==> config.mk <==
export PLATFORM = sky130hd
export DESIGN_NAME = ifetch_unit
export DESIGN_NICKNAME = d
export VERILOG_FILES = /design/src/rtl/ifetch_unit.sv
export SDC_FILE = /design/constraint.sdc
export NUM_CORES = 1
export LEC_CHECK = 0
export CAP_MARGIN = 10
export CORE_UTILIZATION = 30
export CTS_CLUSTER_DIAMETER = 150
export DETAILED_ROUTE_END_ITERATION = 8
export PLACE_DENSITY_LB_ADDON = 0.15
export REMOVE_ABC_BUFFERS = 1
export SYNTH_ARGS = -nofsm -noshare
export SYNTH_HDL_FRONTEND = slang
export SYNTH_SLANG_ARGS = --single-unit
==> constraint.sdc <==
create_clock -name clk -period 8.6 [get_ports clk]
set_input_delay 2.58 -clock clk [delete_from_list [all_inputs] [get_ports clk]]
set_output_delay 2.58 -clock clk [all_outputs]
set_load 0.01 [all_outputs]
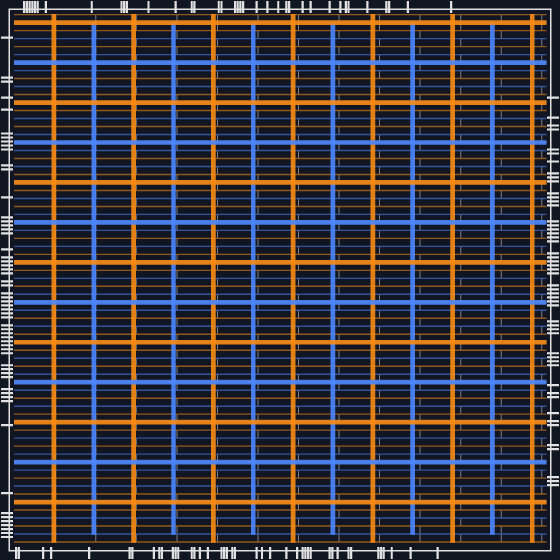
(images/power_grid.png)
Pins as bars on the die edge. Tap cells in gray.
[VDD] blue
[VSS] orange
rows: 66
met5 straps: 13
met1 rails: 67
Core Footprint: 32500 µm²
Max IR drop VDD: 0.000137 V

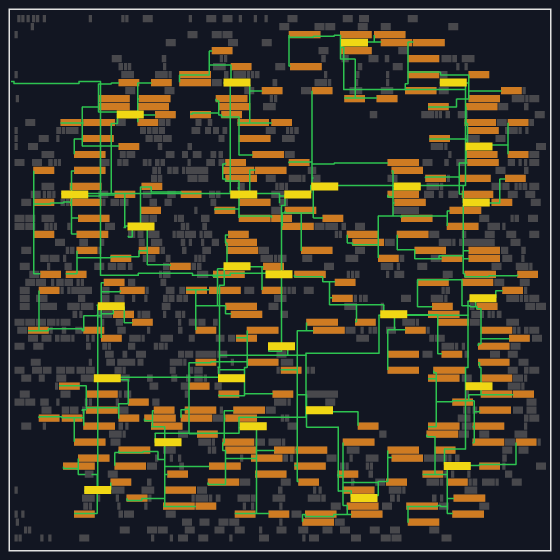
(images/clk_routes.png)
[flip-flops] orange | count: 223
[clock drivers] yellow | count: 27
[clock wires] green | length: 3150 µm
flops lie: spread over the die
Clk pwr share: 39.9%
clk pwr: 1.11 mW
clock network latency to the later pin of the worst-skew pair: 0.54 ns

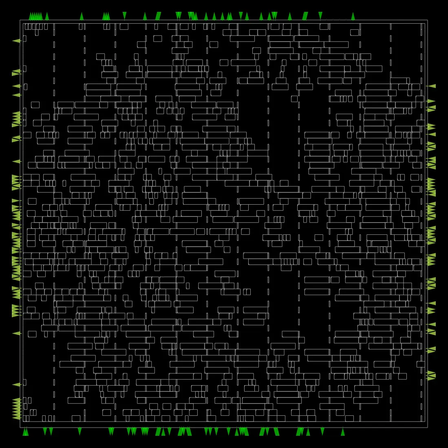
(images/placement.png)
fin util: 38.2%
Rows: 66
flop count: 223

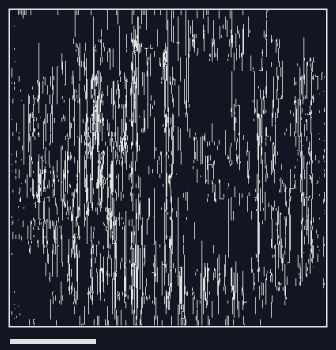
(images/layer_met2.png)
Scale bar: 50 µm.
share of all routed wire: 44%
nets with wire on the layer: 855
longest straight run: 75.8 µm
main direction: vertical
M2 GR Usage: 22.6%
Routed WL: 24.2 mm
via count: 6621

==> qor.csv <==
stage,metric,value,unit
setup_path,Crit path buffers/inverters,3,
setup_path,worst path cell trace,clkdlybuf4s50_1 -> o21a_1 -> nand2_1 -> buf_4 -> clkdlybuf4s50_1,
final_timing,Layout Skew,0.0279,ns
floorplan,Die H,184,µm
synth,yosys stat area,9920,µm²
layout,FF+latch area,5710,µm²
job,OpenROAD warnings,29,
setup_path,"Top cell by count, worst path",clkdlybuf4s50_1,
global_route,Tot GR Track Use,14.3,%
synth,yosys warns,0,
layout,final net count,1044,
setup_path,Crit Path Category,primary input to output port,
layout,max FFs per register,64,
setup_path,crit-path max cell delay,0.74,ns
floorplan,Die Width,184,µm
final_timing,Final Hold Viols,0,
status,status,completed,
synth,Dominant cell area share,37.5,%
synth,Cell Type Count,55,
power_and_ir_drop,Power Density,224,nW/µm²
final_timing,RSZ-0062 raised after global routing,no,
clocking,CTS buffer count,27,
setup_path,r2r worst-path depth,7,
place,GPL Wtd Cong,0.744,
final_timing,final setup fails,0,
place,HPWL Detailed,14.8,mm
global_route,pin count of the biggest net entering global routing,113,
synth,"EDFF count, synth",124,
synth,Syn Inst Count,856,
clocking,root buffer cell,clkbuf_16,
route,Vias/cell,4.62,
worst_hold_path,min-delay worst type,flop to flop,
place,count of buffers from port buffering,150,
clocking,postcts setup bufs,0,
layout,Gate Area,3670,µm²
final_timing,post-route minimum period,7.16,ns
synth,Synth Cell Area,9920,µm²
floorplan,# IOs,188,
layout,fill count,3218,
power_and_ir_drop,Internal,2.06,mW
synth,Flops after synth,223,
floorplan,die area,33800,µm²
global_route,aggregate global routing overflow,0,
setup_path,Crit Path Max Fanout,11,
synth,Top cells by area,"edfxtp_1 38%, dfxtp_1 20%, a211oi_2 7.6%, mux2i_1 6.6%, nor2_1 5.7%",
layout,layout cells sized above 1,12.9,%
global_route,number of global-route vias before repair,6449,
setup_path,Crit path max-delay family,buffers and inverters,
clocking,CTS HTree Levels,1,
setup_path,critical path depth,5,
power_and_ir_drop,LEAKAGE,3.98,nW
synth,synthesized area per cell,11.6,µm²
synth,"Seq share, synth",57.5,%
setup_path,reg2reg setup slack,5.03,ns
floorplan,initial core utilization,30.5,%
clocking,clock sink total,223,
power_and_ir_drop,Net Sw Frac,26.0,%
final_timing,crit share post-route,83.3,%
setup_path,CP Launch Type,primary input,
power_and_ir_drop,sequential power share,43.1,%
route,DR WL/cell,16.9,µm
layout,Layout area overhead,25.2,%
route,DRT iter0 DRCs,262,
clocking,Clock Tree Buf Depth,3,
clocking,CTS tree,done,
route,# DRC,0,
setup_path,crit end category,output port,
route,DRT Pass-1 Iters,4,
global_route,antenna violations before repair,0,
layout,# diodes,0,
synth,ys async rst share,0,%
setup_path,Worst Path Arrival,4.58,ns
job,max-cap viol count,0,
clocking,CTS Hold Buffers Added,0,
final_timing,"Slew Viols, Final",0,
synth,"area leader, netlist",edfxtp_1,
place,placed insts,1384,
synth,# Cells Yosys,856,
final_timing,Slew @ Worst Pin,1.19,ns
clocking,"Reg clk slew, reported paths",0.06,ns
setup_path,CP max-delay cell,clkdlybuf4s50_1,
==> cells in the final DEF, fill, tap and decap left out, types with 3 or more instances in the layout <==
cell and instances:
conb_1 35, nand3_1 18, clkbuf_1 7, a21oi_1 72, clkinv_2 3, mux2i_1 65, a211oi_2 60, buf_4 8
or2_2 3, o2111ai_1 3, nor3_1 8, xor2_1 11, xnor2_1 17, inv_1 8, and3_1 10, o211ai_1 5
dfxtp_1 98, a211oi_1 12, clkdlybuf4s50_1 149, nor2_1 149, clkbuf_16 28, nand2_1 29, edfxtp_1 124, ha_1 3
clkinvlp_4 4, o22ai_1 7, o311ai_1 3, nand4_1 8
==> layer usage <==
layer	track usage (%)	share of wire, %	wire, µm
met5	0	0	0
met4	4.30	2.2	544
met1	19.7	48	11600
met2	22.6	44	10700
met3	2.50	5.9	1420
==> cell type report <==
cell class | count | area share, %
multi-input combinational | 553 | 29.6
inverter | 8 | 0.242
tap | 442 | 4.45
clock buffer | 36 | 5.97
clock inverter | 13 | 1.09
sequential | 223 | 46.0
timing repair buffer | 158 | 12.7
==> Yosys cell counts, drive strengths merged (2+ instances only) <==
master   count
edfxtp     124
o311ai       3
o21ai        2
a22o         2
nand2       29
or3          3
o22ai        7
buf         74
dfxtp       99
nor3        11
or2          3
and3        11
or4          2
nand4        9
clkbuf      31
nor2       151
o211ai       5
o2111ai      3
mux2i       65
a211oi      72
inv          8
conb         2
a311oi       2
nand3       18
nor4         2
xnor2       17
ha           3
a21oi       72
a31oi        2
xor2        11
==> power by group through the flow <==
stage	combinational, mW	clock (mW)	sequential [mW]
floorplan	0.233	0	1.22
detailed placement	0.481	0	1.22
CTS	0.483	1.15	1.20
global placement	0.478	0	1.22
global route	0.519	1.19	1.21
finish	0.473	1.11	1.20
==> stage by stage <==
stage / hold WS [ns] / area (µm²) / setup WS (ns) / util (%) / power [mW]
2_1_floorplan: 0.445 / 9390 / 1.74 / - / 1.46
3_3_place_gp: 0.460 / 11500 / 1.43 / 35.5 / 1.70
3_5_place_dp: 0.470 / 11500 / 1.45 / 35.5 / 1.71
4_1_cts: 0.485 / 12400 / 1.44 / 38.2 / 2.84
5_1_grt: 0.512 / 12400 / 1.31 / 38.2 / 2.92
6_report: 0.494 / 12400 / 1.44 / 38.2 / 2.79
==> kinds of logic (layout without fill, tap and decap cells) <==
| kind of cell | after synthesis | in the layout | share of synthesized area (%) |
|---|---|---|---|
| AND-OR/OR-AND | 176 | 176 | 14.6 |
| flip-flops | 223 | 223 | 57.5 |
| adder cells (fa/ha/maj) | 4 | 4 | 0.580 |
| AND/OR/NAND/NOR | 245 | 245 | 11.3 |
| buffers and inverters | 113 | 215 | 6.89 |
| XOR/XNOR | 28 | 28 | 2.47 |
| multiplexers | 65 | 65 | 6.56 |
| other | 2 | 35 | 0.0757 |
Power figures rest on the tool's default switching activity, not on a simulated workload.
